## src/rtl/tdm_pkg.sv

```systemverilog
// ---------------------------------------------------------------------------
// tdm_pkg
// Shared definitions for the TDM mux/demux path.
//   tdm_state_e : receive-side frame state (IDLE, COLLECT, PARITY)
//   TDM_NCH     : default number of slots per frame
//   TDM_W       : default width of one slot in bits
// ---------------------------------------------------------------------------
package tdm_pkg;

    typedef enum logic [1:0] {
        IDLE    = 2'd0,
        COLLECT = 2'd1,
        PARITY  = 2'd2
    } tdm_state_e;

    localparam int TDM_NCH = 4;
    localparam int TDM_W   = 1;

endpackage : tdm_pkg

```

## src/rtl/tdm_parity_acc.sv

```systemverilog
// ---------------------------------------------------------------------------
// tdm_parity_acc
// Running even-parity (XOR) accumulator over the data beats of one frame.
// Ports:
//   clk, rst_n : clock, asynchronous active-low reset
//   clear      : slot-0 beat; restart the accumulation with this beat's data
//   en         : later data beat; fold its bits into the running XOR
//   din        : slot data (W bits)
//   parity     : XOR of every data bit accepted since the last clear
// Only instantiated when TDM_DEMUX_PARITY_EN is defined.
// ---------------------------------------------------------------------------
module tdm_parity_acc
    import tdm_pkg::*;
#(
    parameter int W = TDM_W
) (
    input  logic         clk,
    input  logic         rst_n,
    input  logic         clear,
    input  logic         en,
    input  logic [W-1:0] din,
    output logic         parity
);

    logic acc_d, acc_q;

    always_comb begin
        acc_d = acc_q;
        if (clear) begin
            acc_d = ^din;
        end else if (en) begin
            acc_d = acc_q ^ (^din);
        end
    end

    always_ff @(posedge clk or negedge rst_n) begin
        if (!rst_n) begin
            acc_q <= 1'b0;
        end else begin
            acc_q <= acc_d;
        end
    end

    assign parity = acc_q;

endmodule : tdm_parity_acc

```

## src/rtl/tdm_demux4.sv

```systemverilog
// ---------------------------------------------------------------------------
// tdm_demux4
// Serial-to-parallel TDM demultiplexer: rebuilds an NCH-slot frame from the
// serial line and presents it on dout with a one-cycle dout_valid pulse.
// Ports:
//   clk, rst_n   : clock, asynchronous active-low reset
//   din_valid    : din/frame_start valid this cycle
//   frame_start  : beat carries slot 0
//   din          : serial slot data (W bits)
//   dout         : assembled frame, slot k at dout[k*W +: W]
//   dout_valid   : one-cycle pulse, new frame on dout
//   slot_idx     : slot the next accepted data beat will fill
//   busy         : frame partially collected
//   frame_err    : one-cycle pulse, frame aborted by an early frame_start
//   parity_err   : one-cycle pulse, parity beat mismatch
// Build option: define TDM_DEMUX_PARITY_EN to expect a trailing even-parity
// beat after slot NCH-1; otherwise parity_err is tied to 0.
// ---------------------------------------------------------------------------
module tdm_demux4
    import tdm_pkg::*;
#(
    parameter int NCH = TDM_NCH,
    parameter int W   = TDM_W
) (
    input  logic                    clk,
    input  logic                    rst_n,
    input  logic                    din_valid,
    input  logic                    frame_start,
    input  logic [W-1:0]            din,
    output logic [NCH*W-1:0]        dout,
    output logic                    dout_valid,
    output logic [$clog2(NCH)-1:0]  slot_idx,
    output logic                    busy,
    output logic                    frame_err,
    output logic                    parity_err
);

    localparam int            SW   = $clog2(NCH);
    localparam logic [SW-1:0] LAST = SW'(NCH - 1);

    tdm_state_e          state_d, state_q;
    logic [SW-1:0]       slot_idx_d, slot_idx_q;
    logic [NCH*W-1:0]    asm_d, asm_q;
    logic [NCH*W-1:0]    dout_d, dout_q;
    logic                dout_valid_d, dout_valid_q;
    logic                frame_err_d, frame_err_q;

`ifdef TDM_DEMUX_PARITY_EN
    logic parity_err_d, parity_err_q;
    logic acc_clear, acc_en, acc_parity;

    tdm_parity_acc #(.W(W)) u_parity_acc (
        .clk    (clk),
        .rst_n  (rst_n),
        .clear  (acc_clear),
        .en     (acc_en),
        .din    (din),
        .parity (acc_parity)
    );
`endif

    always_comb begin
        // NOTE: every signal gets a default before any branch so no path
        // leaves it unassigned; that is what keeps this block latch-free.
        state_d      = state_q;
        slot_idx_d   = slot_idx_q;
        asm_d        = asm_q;
        dout_d       = dout_q;
        dout_valid_d = 1'b0;
        frame_err_d  = 1'b0;
`ifdef TDM_DEMUX_PARITY_EN
        parity_err_d = 1'b0;
        acc_clear    = 1'b0;
        acc_en       = 1'b0;
`endif

        if (din_valid && frame_start) begin
            // A slot-0 beat always starts a fresh frame; outside IDLE it
            // aborts the partial frame, which never reaches dout.
            frame_err_d    = (state_q != IDLE);
            asm_d          = '0;
            asm_d[W-1:0]   = din;
            slot_idx_d     = SW'(1);
            state_d        = COLLECT;
`ifdef TDM_DEMUX_PARITY_EN
            acc_clear      = 1'b1;
`endif
        end else if (din_valid) begin
            case (state_q)
                COLLECT: begin
                    asm_d[int'(slot_idx_q)*W +: W] = din;
`ifdef TDM_DEMUX_PARITY_EN
                    acc_en = 1'b1;
`endif
                    if (slot_idx_q == LAST) begin
`ifdef TDM_DEMUX_PARITY_EN
                        // slot_idx parks on LAST until the parity beat.
                        state_d = PARITY;
`else
                        dout_d       = asm_d;
                        dout_valid_d = 1'b1;
                        slot_idx_d   = '0;
                        state_d      = IDLE;
`endif
                    end else begin
                        slot_idx_d = slot_idx_q + SW'(1);
                    end
                end
`ifdef TDM_DEMUX_PARITY_EN
                PARITY: begin
                    if (din[0] == acc_parity) begin
                        dout_d       = asm_q;
                        dout_valid_d = 1'b1;
                    end else begin
                        parity_err_d = 1'b1;
                    end
                    slot_idx_d = '0;
                    state_d    = IDLE;
                end
`endif
                default: ;  // IDLE: beats without frame_start are dropped
            endcase
        end
    end

    always_ff @(posedge clk or negedge rst_n) begin
        if (!rst_n) begin
            state_q      <= IDLE;
            slot_idx_q   <= '0;
            // NOTE: the assembly register is a plain flop bank, not a RAM, so
            // it takes the async reset like every other state element.
            asm_q        <= '0;
            dout_q       <= '0;
            dout_valid_q <= 1'b0;
            frame_err_q  <= 1'b0;
`ifdef TDM_DEMUX_PARITY_EN
            parity_err_q <= 1'b0;
`endif
        end else begin
            // NOTE: non-blocking updates so all flops sample the pre-edge
            // values computed above, independent of statement order.
            state_q      <= state_d;
            slot_idx_q   <= slot_idx_d;
            asm_q        <= asm_d;
            dout_q       <= dout_d;
            dout_valid_q <= dout_valid_d;
            frame_err_q  <= frame_err_d;
`ifdef TDM_DEMUX_PARITY_EN
            parity_err_q <= parity_err_d;
`endif
        end
    end

    assign dout       = dout_q;
    assign dout_valid = dout_valid_q;
    assign slot_idx   = slot_idx_q;
    assign busy       = (state_q != IDLE);
    assign frame_err  = frame_err_q;
`ifdef TDM_DEMUX_PARITY_EN
    assign parity_err = parity_err_q;
`else
    assign parity_err = 1'b0;
`endif

endmodule : tdm_demux4

```

## config.mk

```make
export PLATFORM = sky130hd
export DESIGN_NAME = tdm_demux4
export DESIGN_NICKNAME = d
export VERILOG_FILES = /design/src/rtl/tdm_pkg.sv /design/src/rtl/tdm_parity_acc.sv /design/src/rtl/tdm_demux4.sv
export SDC_FILE = /design/constraint.sdc
export NUM_CORES = 1
export LEC_CHECK = 0
export ABC_AREA = 1
export CORE_MARGIN = 2
export CORE_UTILIZATION = 41
export CTS_BUF_LIST = sky130_fd_sc_hd__clkbuf_2
export DETAILED_ROUTE_END_ITERATION = 10
export PLACE_DENSITY = 0.68
export SYNTH_ARGS = -nofsm -noshare
export SYNTH_HDL_FRONTEND = slang
export SYNTH_SLANG_ARGS = --single-unit
```

## constraint.sdc

```tcl
create_clock -name clk -period 3.65 [get_ports clk]
set_input_delay 0.73 -clock clk [delete_from_list [all_inputs] [get_ports clk]]
set_output_delay 0.73 -clock clk [all_outputs]
set_load 0.1 [all_outputs]
```

### Clock wires, drivers and flops, run 1

Drawn at 12 px/um.
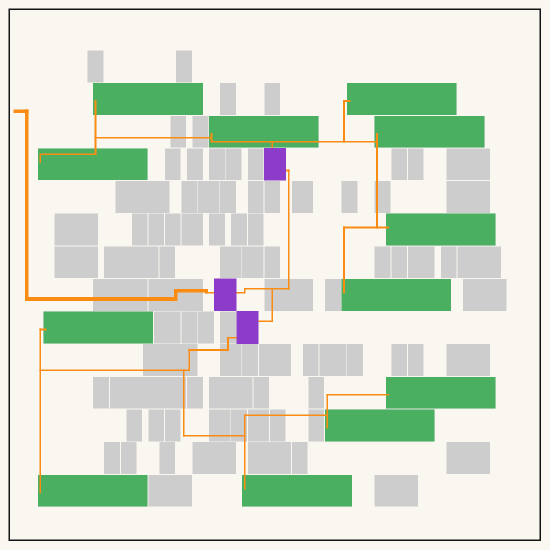
[clock-net drivers] purple | count: 3
[clock wires] orange | length: 177 um
[flip-flops] green | count: 12
flops lie: all over the die
routed clock nets: 4

### Port wiring, run 1

Drawn at 8 px/um.
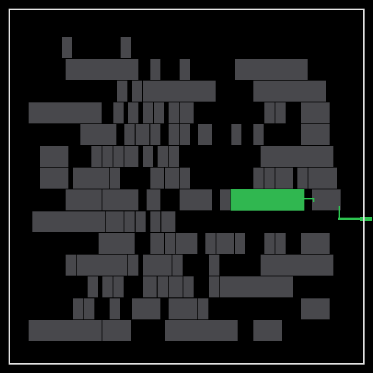
| port | color | bits | direction | end cells | buffers | wire |
|---|---|---|---|---|---|---|
| dout_valid | green | 1 | output | 1 | 1 | 5.80 um |

==> flow_metrics.env, run 1 <==
# implementation run metrics
export IMPL_vias_per_cell=4.75
export IMPL_status="finished clean"
export IMPL_drive_gt1_share_pct=9.00
export IMPL_wirelength_mm=1.21
export IMPL_drv_slew=0
export IMPL_hold_violations=0
export IMPL_cp_num_buf_inv=1
export IMPL_fp_util_pct=43.9
export IMPL_layout_cells_non_filler=116
export IMPL_syn_inst=84
export IMPL_r2r_slack_ns=2.15
export IMPL_finalCriticalPeriod_ns=2.60
export IMPL_hold_depth=2
export IMPL_layout_cells_most_common="nand2_1"
export IMPL_syn_nets=94
export IMPL_grt_max_degree=13
export IMPL_core_rowCount=14
export IMPL_max_cap_violations=0
export IMPL_wl_met2_um=538
export IMPL_first_iter_violations=13
export IMPL_critPathCaptureType="output port"
export IMPL_critPathArrivalTime_ns=1.87
export IMPL_ys_chip_area_um2=661
export IMPL_crit_path_start="slot_idx[0]$_DFFE_PN0P_"
export IMPL_grt_pass1_vias=483
export IMPL_slew_limit_headroom_pct=35.4
export IMPL_met1_usage_pct=20.1
export IMPL_final_nets=111
export IMPL_warnings=30
export IMPL_wl_per_cell_um=10.4
export IMPL_gr_usage_all_layers_pct=14.8
export IMPL_firstDrtPassIters=4
export IMPL_grt_ovfl_total=0
export IMPL_cp_num_cells=1
export IMPL_ys_seq_share_pct=45.5
export IMPL_max_stage_delay_ns=1.16
export IMPL_ys_cells=84
export IMPL_die_area_mm2=0.00195
export IMPL_gp_congestion=0.871
export IMPL_cts_inserted_buffers=3
export IMPL_wl_met1_um=607
export IMPL_crit_type="register to output port"
export IMPL_cts_max_path_buffers=2
export IMPL_antenna_found_initial=0
export IMPL_fin_setup_tns_ns=0
export IMPL_port_buffers=13
export IMPL_cts_tree="built"
export IMPL_die_y_um=44.1
export IMPL_worstPathCellList="clkdlybuf4s50_1"
export IMPL_fin_skew_ns=0.00819
export IMPL_r2r_end="dout[2]$_DFFE_PN0P_"
export IMPL_cts_max_level=1
export IMPL_clockRootBuffer="clkbuf_2"
export IMPL_die_x_um=44.1
export IMPL_reg2reg_from="slot_idx[0]$_DFFE_PN0P_"
export IMPL_top_layer="met4"
export IMPL_grtUsageMet3_pct=3.67
export IMPL_cts_hold_buf=0
export IMPL_worstRegToRegCells=8
export IMPL_layout_top_cells="nand2_1 (29), clkdlybuf4s50_1 (13), dfrtp_1 (12), inv_1 (11), nor2_1 (9)"
export IMPL_rsz0062_at_grt="no"
export IMPL_crit_path_max_fanout=6
export IMPL_critPathTopFamily="buffers and inverters"
export IMPL_top_usage_layer="met2"
export IMPL_holdPathEnd="dout[2]$_DFFE_PN0P_"
export IMPL_worstMarginPinSlew_ns=0.966
export IMPL_grt_pass1_wl_mm=2.05
export IMPL_cts_setup_buffers=0
export IMPL_endpoint="slot_idx[0]"
export IMPL_grt_util_met2_pct=21.2
export IMPL_pin_count=15
export IMPL_worst_setup_path_start_kind="register"
export IMPL_syn_area_um2=661
export IMPL_final_fill_count=140
export IMPL_cp_required_ns=2.92
export IMPL_slowest_stage="clkdlybuf4s50_1"
export IMPL_hp_class="register to register"
export IMPL_min_from="dout[2]$_DFFE_PN0P_"
export IMPL_synth_avg_cell_area_um2=7.86
export IMPL_ant_nets=0
export IMPL_synth_distinct_cells=16
export IMPL_placed_cells=112
export IMPL_ys_ff=12
export IMPL_remaining_drc_errors=0
export IMPL_ys_warnings_count=0
export IMPL_period_used_pct=71.2
export IMPL_cts_sinks=12
export IMPL_core_region_area_mm2=0.00151
export IMPL_clock_fmax_ghz=0.385
export IMPL_syn_to_final_growth_pct=24.4
export IMPL_setup_viol_count_final=0
export IMPL_via_count=551
export IMPL_clk_pin_slew_ns=0.12
export IMPL_wl_met3_um=49
export IMPL_diodes=0
export IMPL_place_detailed_hpwl_um=919
export IMPL_cts_resized=0
### Clock wiring as the flow saved it, run 1

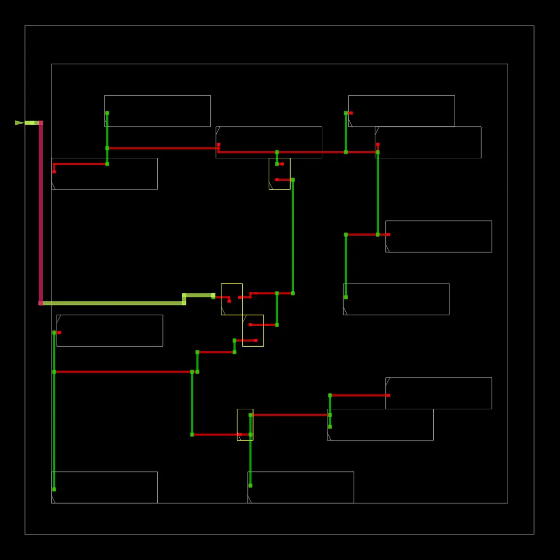
clock buffers: 3
clk latency late pin: 0.26 ns

## run 1: metrics by stage
stage	util (%)	area (um2)	hold WS [ns]	setup slack, ns
after floorplan	-	661	0.434	1.60
after global placement	53.3	803	0.463	1.36
after detailed placement	53.3	803	0.466	1.34
after CTS	54.6	822	0.498	1.03
after global routing	54.6	822	0.516	0.963
final	54.6	822	0.490	1.05
## run 1: state kept, by name, indices dropped and copies added (netlist names)
signal      count
slot_idx        2
dout_valid      1
asm_q           3
state_q         1
dout            4
frame_err       1
## run 1: synth_stat cells
master     n  area share (%)
nor2_4     1             1.7
dfrtp_1   12              45
buf_4      1             1.1
inv_2      2             1.1
inv_1     11             6.3
o22ai_1    1            0.95
o21bai_1   1             1.1
nand2_2    2             1.9
nand3_1    5             3.8
ha_1       5             9.5
conb_1     1            0.57
a21oi_1    2             1.5
nor2_1     9             5.1
nand3_4    1             2.7
o21ai_0    1            0.76
nand2_1   29              16
## run 1: worst register-to-register path: cells and delay by family (launching register included)
kind	cells	cell delay (ns)
adders and majority gates	1	0.32
buffers and inverters	2	0.22
DFF	1	0.45
and+or+nand+nor	5	0.45
## run 1: cells by family (layout without fill, tap and decap cells)
logic type	after synthesis	count (layout)	share of synthesized area [%]
and+or+nand+nor	47	47	31.6
buffers and inverters	14	30	8.52
DFF	12	12	45.5
adders and majority gates	5	5	9.47
AOI/OAI and AO/OA	5	5	4.36
other	1	1	0.568
## run 1: cell type report
cell class / instances / area, um2 / area share (%)
clock buffer: 3 / 15.0 / 1.83
sequential: 12 / 300 / 36.5
timing repair buffer: 13 / 130 / 15.8
tap: 16 / 20.0 / 2.44
inverter: 13 / 48.8 / 5.94
multi-input combinational: 58 / 304 / 37.0
clock inverter: 1 / 3.75 / 0.457
### Signal wires on met2, run 1

Drawn at 12 px/um. Cells faint in the background.
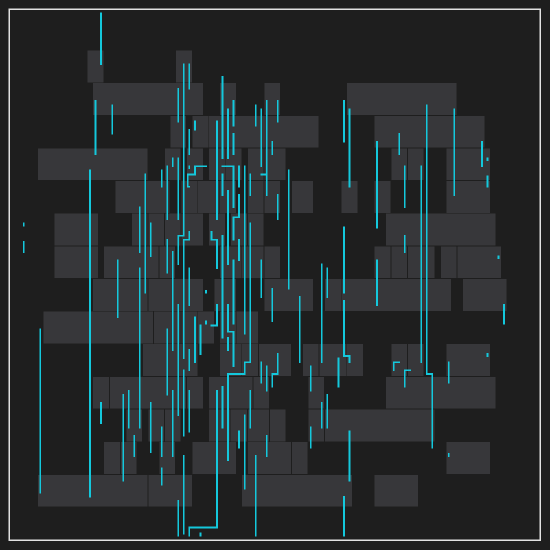

--- run 2 (diff from run 1) ---
==> constraint.sdc (replaced) <==
create_clock -name clk -period 2.7 [get_ports clk]
set_input_delay 0.54 -clock clk [delete_from_list [all_inputs] [get_ports clk]]
set_output_delay 0.54 -clock clk [all_outputs]
set_load 0.1 [all_outputs]
### Signal wires on met2, run 2

Drawn at 12 px/um. Cells faint in the background.
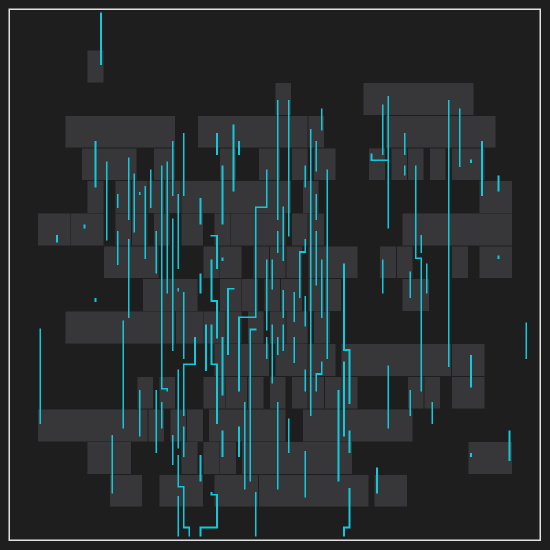
share of all routed wire: 44%
nets with wire on the layer: 81
wire length on this layer: 542 um
longest straight run: 23.8 um

### Clock wiring as the flow saved it, run 2

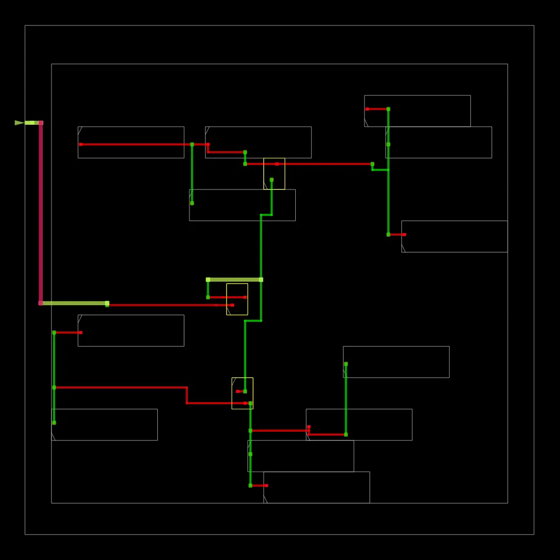
total CTS buffers: 3
Setup Skew: 0.000811 ns
FF+latch count: 12
clk sinks: 12

### Placement by cell class, run 2

Drawn at 8 px/um. Fill, decap, tap and diode cells in gray.
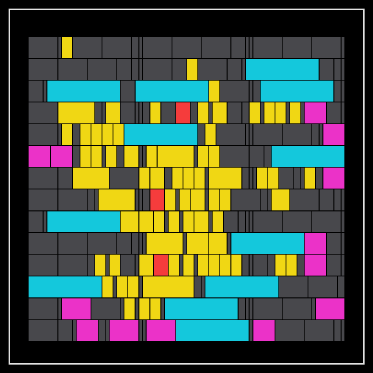
| class | color | cells |
|---|---|---|
| remaining logic cells | yellow | 71 |
| clock-net drivers | red | 3 |
| sequential cells | cyan | 12 |
| remaining buffers and delay cells | magenta | 13 |

==> run 2 against run 1 <==
  * Design area is 3.2% lower
  * Die area stayed put
  * Setup slack better by 0.078 ns
  * Wire length is 1.7% higher
  * Sequential share of layout area is 1.2 points higher
  * Clock skew is 0.0074 ns lower
  * Utilization is 1.7 points lower
  * Non-clock buffer count stayed put
  * Critical path type unchanged
  * Largest cell class unchanged
  * Highest routed layer unchanged
==> flow_metrics.env, run 2 <==
# implementation run metrics
export IMPL_status="finished clean"
export IMPL_syn_to_final_growth_pct=20.5
export IMPL_mux_area_share_pct=0
export IMPL_max_stage_delay_ns=0.45
export IMPL_critPathCaptureType="output port"
export IMPL_n_all_inverters=13
export IMPL_logic_gate_count=58
export IMPL_die_y_um=44.1
export IMPL_ys_seq_share_pct=45.5
export IMPL_synth_distinct_cells=16
export IMPL_ys_cells=84
export IMPL_pin_count=15
export IMPL_top_layer="met4"
export IMPL_hold_violations=0
export IMPL_core_rowCount=14
export IMPL_clkLatencyLatePin_ns=0.26
export IMPL_yosysTopAreaCell="dfrtp_1"
export IMPL_largest_reg_flops=4
export IMPL_nClkBuffers=3
export IMPL_drv_slew=0
export IMPL_warnings=30
export IMPL_placed_cells=112
export IMPL_comb_share_pct=38.2
export IMPL_max_cap_violations=0
export IMPL_wl_met2_um=542
export IMPL_layout_cells_non_filler=115
export IMPL_rsz0062_at_grt="no"
export IMPL_finalCriticalPeriod_ns=1.57
export IMPL_compound_area_share_pct=4.36
export IMPL_remaining_drc_errors=0
export IMPL_final_nets=111
export IMPL_ys_chip_area_um2=661
export IMPL_regArea_um2=300
export IMPL_worstMarginPinSlew_ns=0.535
export IMPL_die_area_mm2=0.00195
export IMPL_cts_hold_buf=0
export IMPL_layout_cells_most_common="nand2_1"
export IMPL_ys_warnings_count=0
export IMPL_cts_resized=0
export IMPL_critPathTopFamily="flip-flops"
export IMPL_synthTopLogicFamily="simple AND/OR/NAND/NOR gates"
export IMPL_gr_usage_all_layers_pct=15.0
export IMPL_clockRootBuffer="clkbuf_2"
export IMPL_syn_area_um2=661
export IMPL_wirelength_mm=1.23
export IMPL_place_detailed_hpwl_um=942
export IMPL_cts_setup_buffers=0
export IMPL_synth_avg_cell_area_um2=7.86
export IMPL_syn_nets=94
export IMPL_grt_pass1_wl_mm=2.04
export IMPL_xor_area_share_pct=0
export IMPL_port_buffers=13
export IMPL_die_x_um=44.1
export IMPL_synthAdderAreaFrac_pct=9.47
export IMPL_whs_ns=0.496
export IMPL_cp_num_buf_inv=1
export IMPL_firstDrtPassIters=4
export IMPL_gp_congestion=0.839
export IMPL_slowest_stage="dfrtp_1"
export IMPL_critPathArrivalTime_ns=1.03
export IMPL_top_cell="nand2_1"
export IMPL_cts_max_level=1
export IMPL_buffers=13
export IMPL_wl_met1_um=612
export IMPL_sh_seq_area_pct=37.7
export IMPL_ys_flop_type="dfrtp_1"
export IMPL_clk_pin_slew_ns=0.11
export IMPL_cts_tree="built"
export IMPL_async_flop_share_pct=100
export IMPL_final_fill_count=157
export IMPL_dominant_cells="logic gates"
export IMPL_via_count=540
export IMPL_final_nonclk_buf_share_pct=13.5
export IMPL_antenna_found_initial=0
export IMPL_ys_top_cells_by_count="nand2_1 (29), dfrtp_1 (12), inv_1 (11), nor2_1 (9)"
export IMPL_fin_setup_tns_ns=0
export IMPL_period_used_pct=58.2
export IMPL_setup_viol_count_final=0
export IMPL_grt_ovfl_total=0
export IMPL_top_cells_by_area="dfrtp_1 (45%), nand2_1 (16%), ha_1 (9.5%)"
export IMPL_synthSimpleGateAreaFrac_pct=31.6
export IMPL_fin_util_pct=52.8
export IMPL_tap_cell_count=16
export IMPL_core_region_area_mm2=0.00151
export IMPL_yosysTopAreaCellShare_pct=45.5
export IMPL_ant_nets=0
export IMPL_cp_required_ns=2.16
export IMPL_fp_util_pct=43.9
export IMPL_grt_pass1_vias=491
export IMPL_clock_fmax_ghz=0.636
export IMPL_vias_per_cell=4.70
export IMPL_drive_gt1_share_pct=18.2
export IMPL_crit_path_max_fanout=6
export IMPL_cts_max_path_buffers=2
export IMPL_enable_flop_cells=0
export IMPL_grt_max_degree=13
export IMPL_wl_per_cell_um=10.7
export IMPL_first_iter_violations=28
export IMPL_slew_limit_headroom_pct=64.2
export IMPL_logic_area_um2=304
export IMPL_ys_ff=12
export IMPL_syn_inst=84
export IMPL_crit_type="register to output port"
export IMPL_hp_class="register to register"
export IMPL_worst_setup_path_start_kind="register"
export IMPL_diodes=0
export IMPL_layout_top_cells="nand2_1 (29), dfrtp_1 (12), inv_1 (11), nor2_1 (9), buf_4 (9)"
export IMPL_clock_area_share_pct=1.89
export IMPL_wl_met3_um=60
export IMPL_worstPathCellList="buf_4"
-- run 2: cell types whose count changed in the layout (fill, tap and decap cells not counted), sizes merged --
cell | before | now
buf | 0 | 9
clkdlybuf4s50 | 13 | 4
clkinv | 1 | 0
-- run 2: metrics by stage --
stage | setup slack (ns) | cell area, um2
2_1_floorplan | 0.652 | 661
4_1_cts | 1.12 | 796
6_report | 1.13 | 796
3_3_place_gp | 1.02 | 781
3_5_place_dp | 0.995 | 781
5_1_grt | 1.06 | 796
-- run 2: worst paths after layout --
path | slack, ns | cells past startpoint | to | from
setup / recovery | 1.13 | 1 | slot_idx[0] | slot_idx[0]$_DFFE_PN0P_
hold / removal | 0.50 | 2 | dout[1]$_DFFE_PN0P_ | dout[1]$_DFFE_PN0P_
setup reg to reg | 1.18 | 8 | dout[2]$_DFFE_PN0P_ | slot_idx[0]$_DFFE_PN0P_
hold reg to reg | 0.50 | 2 | dout[1]$_DFFE_PN0P_ | dout[1]$_DFFE_PN0P_
max in group asynchronous | 1.73 | 1 | slot_idx[0]$_DFFE_PN0P_ | rst_n
min in group asynchronous | 0.62 | 1 | dout[0]$_DFFE_PN0P_ | rst_n
-- run 2: metal layers --
layer | vias to the layer above | track usage, %
met3 | 2 | 3.67
met5 | - | 0
met2 | 17 | 21.5
met1 | 242 | 19.6
li1 | 279 | -
met4 | 0 | 10.9
-- run 2: worst register-to-register path, cell delays in order (launching register included) --
cell     delay (ns)
dfrtp_1        0.45
inv_1          0.16
ha_1           0.33
inv_1          0.07
nor2_1         0.12
nand2_1        0.08
nand2_1        0.08
nand3_1        0.09
nand2_1        0.08
